run_1/closeup.png
Region (80, 166) to (100, 186) µm. Cells in grey, sequential cells in the stronger grey; small squares are vias.
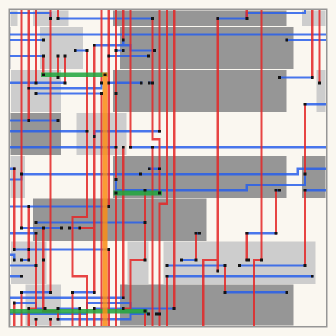
run_1/util_map.png
12 x 24 tiles, from white (low) to dark blue (high), 0 to 100% covered.
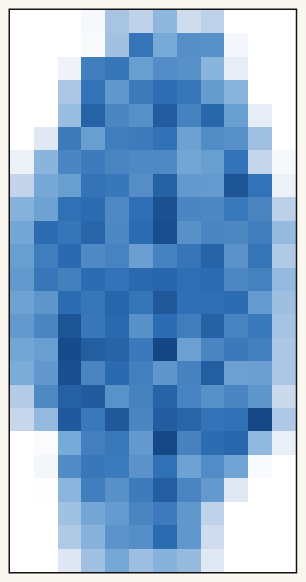
run_1/pinout.png
The bar under the picture is 20 µm long. Pins as bars across the die edge, other pins in grey.
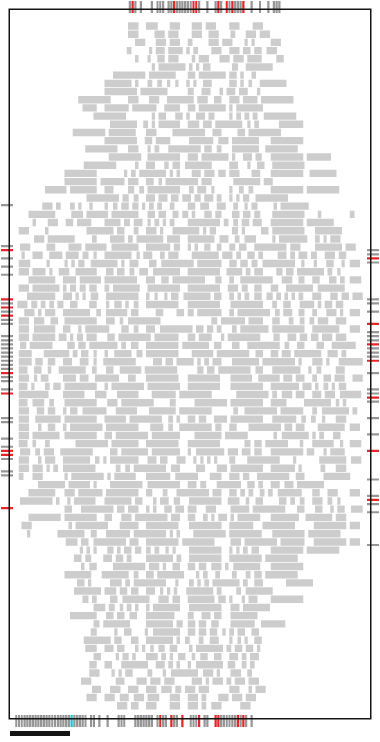
==> config.mk <==
export PLATFORM = sky130hd
export DESIGN_NAME = fetch_ctrl
export DESIGN_NICKNAME = d
export VERILOG_FILES = /design/src/rtl/fetch_ctrl.sv
export SDC_FILE = /design/constraint.sdc
export NUM_CORES = 1
export LEC_CHECK = 0
export CELL_PAD_IN_SITES_DETAIL_PLACEMENT = 1
export CELL_PAD_IN_SITES_GLOBAL_PLACEMENT = 1
export CORE_ASPECT_RATIO = 2
export CORE_MARGIN = 2
export CORE_UTILIZATION = 39
export DETAILED_ROUTE_END_ITERATION = 7
export PLACE_DENSITY = 0.86
export SETUP_SLACK_MARGIN = 0.02
export SYNTH_ARGS = -nofsm -noshare
export SYNTH_HDL_FRONTEND = slang
export SYNTH_SLANG_ARGS = --single-unit
==> constraint.sdc <==
create_clock -name clk -period 3.25 [get_ports clk]
set_input_delay 0.65 -clock clk [delete_from_list [all_inputs] [get_ports clk]]
set_output_delay 0.65 -clock clk [all_outputs]
set_load 0.02 [all_outputs]
==> run notes, run 1 <==
Main metrics from the flow reports.

The routed length per placed instance came out at 27.8 µm. The fraction of layout cells with a size suffix above 1 is 0.254. Of the total power, registers draw 0.342. The depth of the critical timing path with buffers and inverters included came out at 8. The first-iteration detailed-routing DRC count came out at 787. The required time of the critical path is 2600 ps. In the final layout, the fill cell count is 2727. In this run, the synthesized area fraction spent on xor and xnor cells is recorded as 0.0444. Among all flip-flop cells after synthesis, the most frequent one is edfxtp_1.

Total power for the finished layout comes to 12.3 mW. The DRC violation total left in the routed layout is recorded as 0. The number of cells on the worst reg-to-reg path came out at 11.

The final number of hold-violating endpoints came out at 0. The portion of the post-synthesis area used by sequential elements came out at 0.553. The area share of and/or/nand/nor cells after synthesis came out at 0.142. The worst setup slack after placement came out at -622 ps.

Adding up every negative setup slack in the final design gives 0 ps. Compared with the post-synthesis result, the final layout area differs by 36.8%. The total detailed-routing wirelength came out at 41100 µm. The number of failing setup endpoints in the final timing report is 0.

The synthesis run identifies the leading combinational cell family as simple AND/OR/NAND/NOR gates. The critical path's slowest stage uses the library cell clkdlybuf4s50_1. The switching portion of total power comes to 0.407. The per-cell via count in the routed design is 6.10. The area of all placed cells without fillers is 0.0143 mm². The per-instance average area after synthesis is 12.2 µm². For reference, the top cells by area after synthesis are edfxtp_1 38%, dfrtp_1 17%, mux4_2 4.8%. The HPWL after detailed placement is 28100 µm. Counting flops and latches in the post-synthesis netlist gives 204.

The kind of capture point of the worst setup path is a primary output. The startpoint type of the worst setup path is a primary input. Looking at area per cell type in the netlist, the leader is edfxtp_1. Per the cell usage report, the commonest logic cell in the layout is edfxtp_1. Ranked by instance count, the synthesized netlist is headed by 132 x edfxtp_1, 114 x nand2_1, 72 x dfrtp_1. The count of max-cap constraint violations is 0.

Counting the buffers created by CTS gives 20. By instance count, the leading cell after synthesis is edfxtp_1. Grouping stages by cell kind, the critical path spends the most delay in buffers and inverters. The final antenna diode tally reported by the flow is 0.

The largest net degree at the start of global routing is 49. The arrival time at the worst endpoint is 2580 ps. The net switching power of the design is 5.01 mW. The achievable clock frequency is 309 MHz.

For this design the top-level I/O count stands at 171. The most critical min-delay path falls under in -> async. The number of warnings reported in the yosys synthesis log is 0.

The initial core utilization is 0.397. The count of different cell masters after synthesis came out at 74. The flow ran to the end, and the final reports show no timing, DRC or antenna violations.

The setup clock skew after layout came out at 12.0 ps. The measured slew at the worst slew-check pin came out at 995 ps. In this run, synthesis inferred 132 flip-flops with an integrated enable. The smallest setup slack after layout came out at 15.6 ps. The part of the power in the clock network came out at 0.190. The total global routing track utilization came out at 0.289. Of the post-synthesis cell area, the part taken by muxes is 0.113. Of the total synthesized cell area, the portion taken by full adders, half adders and majority gates is 0.00913. The total cells reported by yosys after synthesis is 852. Clock tree synthesis selected as its root buffer the cell clkbuf_16. Of the total power, combinational logic draws 0.468.

The total via count after detailed routing is 9033. The latest clock arrival within the worst-skew pair came out at 500 ps. The number of hold-repair buffers added at the cts stage came out at 0. After clock tree synthesis, the clock-pin slew on the worst setup and hold paths is 70 ps. Along the critical path, the tally of buffer and inverter instances is 5. The clock tree buffer depth came out at 3. The remaining global-route overflow is 0.
About closeup.png:
- red: M2
- orange: M4
- green: M3
- blue: M1
- most frequent: edfxtp_1 (5), nand4_1 (2), xnor2_1 (2)
- sequential cells in the window: 5
- cells with their middle in the window: 13

About util_map.png:
- fullest tile: 91%
- nearly empty tiles: 16%
- tiles over 75% full: 16%
- mean over tiles: 49%
Core Area: 0.0263 mm²
final standard cell utilization of the core: 0.542

About pinout.png:
- red: branch_addr (pins 32; direction input; edge 9 left, 8 bottom, 8 top, 7 right)
- cyan: clk (pins 1; direction input; edge bottom)
die span in y: 235 µm
die x size: 120 µm
Port Buf Inserts: 145

-- run 1: layout make-up --
class	instances	area, µm²	area share
flip-flops and latches	204	5770	0.405
multi-input cells	574	4560	0.320
repair buffers	292	2740	0.193
clock buffers	27	568	0.0399
well taps	344	430	0.0302
inverters	30	115	0.00808
clock inverters	9	71.3	0.00500
-- run 1: what timing repair did --
action                     4_1_cts  5_1_grt
setup endpoints to repair       59       42
setup buffers                   15        8
pin swaps                        3        5
gates resized                  132       12
-- run 1: per-stage QoR --
stage                     hold slack [ps]  instances   util
after floorplan                       354        852      -
after global placement                497       1421  0.506
after detailed placement              524       1421  0.506
after CTS                             224       1472  0.538
after global routing                  237       1480  0.542
final                                 194       1480  0.542
-- run 1: metal layers --
| metal | global-route usage | up-vias | part of all wire | wire [µm] |
|---|---|---|---|---|
| met2 | 0.509 | 555 | 0.53 | 21900 |
| li1 | - | 3764 | - | - |
| met4 | 0.205 | 0 | 0.076 | 3110 |
| met3 | 0.0426 | 191 | 0.065 | 2680 |
| met5 | 0 | - | 0 | 0 |
| met1 | 0.313 | 4523 | 0.33 | 13400 |
-- run 1: power by group through the flow --
stage	sequential, mW	clock [mW]	combinational (mW)
after global routing	4.26	2.44	6.08
after global placement	4.11	0	5.23
after floorplan	4.10	0	2.81
after detailed placement	4.18	0	5.50
final	4.21	2.33	5.76
after CTS	4.17	2.34	5.62
-- run 1: cell families (layout without fill, tap and decap cells) --
kind of cell	count (synthesis)	in the layout
compound gates	156	156
xor+xnor	52	52
fa+ha+maj	7	7
buf+inv	74	358
flops	204	204
mux	72	72
simple gates	287	287
## Run 2: what changed since run 1
--- a/config.mk
+++ b/config.mk
@@ -10,6 +10,7 @@
 export CORE_ASPECT_RATIO = 2
 export CORE_MARGIN = 2
 export CORE_UTILIZATION = 39
+export CTS_CLUSTER_SIZE = 40
 export DETAILED_ROUTE_END_ITERATION = 7
 export PLACE_DENSITY = 0.86
 export SETUP_SLACK_MARGIN = 0.02
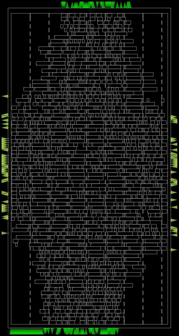
run_2/placed.png
flop count: 204
placement row count: 84
sequential fraction of total cell area: 0.405
number of filler cells placed in the layout: 2727

==> run 2 against run 1 <==
  * Sequential power about the same
  * First-iteration DRC count unchanged
  * Non-clock buffer count unchanged
  * Clock power about the same
  * Register-to-register slack about the same
  * Setup slack unchanged
  * Final area unchanged
  * Die size unchanged
  * Maximum frequency unchanged
  * Combinational power about the same
  * Global-route usage unchanged
==> run notes, run 2 <==
Main metrics from the flow reports.

The run finished with clean final reports. In this run the remaining antenna-violating nets after routing total 0. The quantity of gates resized following cts came to 132 (unchanged).

By count the netlist is led by 132 x edfxtp_1, 114 x nand2_1, 72 x dfrtp_1. The achievable clock frequency came out at 309 MHz (unchanged). The most common logic cells in the final layout are 132 x edfxtp_1, 128 x buf_4, 108 x nand2_1.

Setup repair after global routing could not meet its margin everywhere. The number of nets at floorplan is 961. The relative area change from synthesis to final layout came to 36.8% (unchanged). The number of global-route vias before repair came to 10159. The number of flip-flops in the largest register came out at 128.

The type of the worst min-delay path is in -> async. The area share of and/or/nand/nor cells after synthesis is 0.142 (unchanged). The boundary pin count came out at 171 (unchanged). The worst register-to-register path has a setup slack of 90 ps. TritonCTS built the clock tree. The AND-OR/OR-AND share of the synthesized area came out at 0.102. The total via count after detailed routing came out at 9033 (unchanged). The number of nets at the end of the flow is 1231. The total cells reported by yosys after synthesis is 852 (unchanged). The sum of negative setup slack was 0 ps (unchanged). The number of cells on the worst reg-to-reg path is 11 (unchanged). The arrival time at the worst endpoint is 2580 ps (about the same). The number of detailed-route iterations in the first pass came out at 6. The setup clock skew after layout is 12.0 ps (unchanged).

The initial core utilization came to 0.397 (unchanged). Pins over their slew limit in the final report were tallied at 0. The number of synthesized flops with an enable pin came to 132 (unchanged). The portion of the clock cycle consumed by the worst path in the final layout came out at 0.995. The cell area after technology mapping is 0.0104 mm². The per-instance average area after synthesis came out at 12.2 µm² (unchanged). The tree is rooted in a clkbuf_16. The tightest hold margin is 194 ps (unchanged). The placeable core region is 0.0263 mm² (unchanged). The multiplexer area fraction after synthesis was 0.113 (unchanged). The most common logic cell in the final layout is edfxtp_1. The post-synthesis adder-cell area fraction is 0.00913 (unchanged). The clock transition time at the flip-flop clock pins of the worst setup and hold paths is 70 ps (about the same). CTS built an H-tree with a depth of 1. The required time of the critical path was 2600 ps (about the same). The post-detailed-route DRC marker count came out at 0 (unchanged). The number of synthesized register bits came out at 204 (unchanged).

The area share of the leading cell type in the synthesized netlist is 0.380. The routed length per placed instance is 27.8 µm (unchanged). The worst setup path is captured at a primary output. Per the synth stats, the flop cell with the highest instance count is edfxtp_1. Yosys attributes the largest share of cell area to edfxtp_1 38%, dfrtp_1 17%, mux4_2 4.8%. The number of failing setup endpoints in the final timing report came out at 0 (unchanged). The number of I/O port buffers came to 145 (unchanged). The vertical die dimension is 235 µm (unchanged). Subtracting the final worst setup slack from the clock period gives 3230 ps. The x dimension of the die came out at 120 µm (unchanged). The xor/xnor share of the synthesized area is 0.0444 (unchanged). The portion of the post-synthesis area used by sequential elements is 0.553 (unchanged). The total global routing track utilization was 0.289 (unchanged). The latest clock arrival within the worst-skew pair came out at 500 ps (about the same). The placed instance count came out at 1421 (unchanged). The count of max-cap constraint violations was 0 (unchanged). The final weighted congestion in routability-driven placement is 0.897. The number of antenna diodes is 0 (unchanged). STA classifies the critical path startpoint as a primary input.

The share of synthesized registers carrying an async set or reset came out at 0.353. In the post-synthesis netlist, the cell with the most instances is edfxtp_1. The fraction of layout cells with a size suffix above 1 came out at 0.254 (unchanged). The number of hold-repair buffers added at the cts stage is 0 (unchanged). The stat command in Yosys gives a chip area of 0.0104 mm².

The cell type contributing the most total cell area after synthesis is edfxtp_1. Per the OpenROAD floorplan log, the area of the die is 0.0281 mm². The number of warnings reported in the yosys synthesis log is 0 (unchanged). The synthesized netlist handed to floorplanning was reported with a cell count of 852. The per-cell via count in the routed design came out at 6.10 (unchanged). The count of different cell masters after synthesis came out at 74 (unchanged). The number of sinks driven by the clock tree came out at 204. The clock tree buffer depth came to 3 (unchanged). The worst-case headroom to the max-slew limit is 0.332. The number of non-filler instances in the completed layout came to 1480 (unchanged). The largest net degree at the start of global routing came out at 49 (unchanged).

The biggest fanout along the worst timing path came out at 8. The measured slew at the worst slew-check pin is 995 ps (unchanged). The global-route wire length before repair is 61400 µm.

In this run the VDD rail shows a maximum IR drop of 426 µV. The power density over cell area came out at 863 mW/mm². In this run the static leakage power is 5.37 nW. The final number of hold-violating endpoints came out at 0 (unchanged). For reference, the top logic cell family by area is simple AND/OR/NAND/NOR gates. The clock buffer count from CTS is 20 (unchanged). The category of the most critical setup path is in -> out.

The warning total across the stage logs came out at 57. The remaining global-route overflow came out at 0 (unchanged). The number of antenna violations at the first check in global routing came out at 0.

The HPWL after detailed placement came out at 28100 µm (unchanged). The first-iteration detailed-routing DRC count came out at 787 (unchanged). The total setup buffers inserted after CTS came out at 15 (unchanged).

The total detailed-routing wirelength is 41100 µm (unchanged).
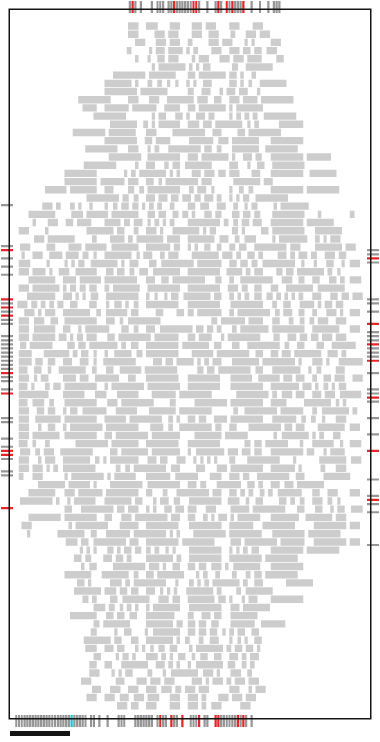
run_2/pinout.png
The bar under the picture is 20 µm long. Pins as bars across the die edge, other pins in grey.
- cyan: clk (pins 1; direction input; edge bottom)
- red: branch_addr (pins 32; direction input; edge 9 left, 8 bottom, 8 top, 7 right)

[run 2: cell counts after synthesis]
Identical to the previous run, type by type.
[run 2: stage by stage]
stage	utilization	worst slack, ps	cell area (µm²)	power, mW
floorplan	-	-63.1	10600	6.90
global placement	0.506	-608	13300	9.35
detailed placement	0.506	-622	13300	9.67
CTS	0.538	-24.7	14100	12.1
global route	0.542	-17.5	14300	12.8
finish	0.542	15.6	14300	12.3
[run 2: area by class of cell]
class / instances / area [µm²] / area share
sequential: 204 / 5770 / 0.405
multi-input combinational: 574 / 4560 / 0.320
timing repair buffer: 292 / 2740 / 0.193
clock buffer: 27 / 568 / 0.0399
tap: 344 / 430 / 0.0302
inverter: 30 / 115 / 0.00808
clock inverter: 9 / 71.3 / 0.00500
[run 2: logic make-up (layout without fill, tap and decap cells)]
logic type | Yosys count | in the layout
and+or+nand+nor | 287 | 287
DFF | 204 | 204
AOI/OAI and AO/OA | 156 | 156
buffers and inverters | 74 | 358
muxes | 72 | 72
xor gates and xnor gates | 52 | 52
adders and majority gates | 7 | 7
[run 2: layer usage]
layer | part of all wire | track usage | wire [µm] | up-vias
li1 | - | - | - | 3764
met1 | 0.33 | 0.313 | 13400 | 4523
met2 | 0.53 | 0.509 | 21900 | 555
met3 | 0.065 | 0.0426 | 2680 | 191
met4 | 0.076 | 0.205 | 3110 | 0
met5 | 0 | 0 | 0 | -
[run 2: critical path, cell delays in order]
cell and delay (ps):
clkdlybuf4s50_1 490, and3_4 230, a41o_4 270, buf_12 160, buf_12 160, mux2i_4 240, inv_1 90, clkdlybuf4s15_2 270
[run 2: report_power, final]
group	internal, mW	switching, mW	leakage, nW
clock network	1.31	1.02	0.317
registers	3.37	0.839	2.09
logic	2.61	3.15	2.97
total	7.30	5.01	5.37
Power and IR drop assume default switching activity.
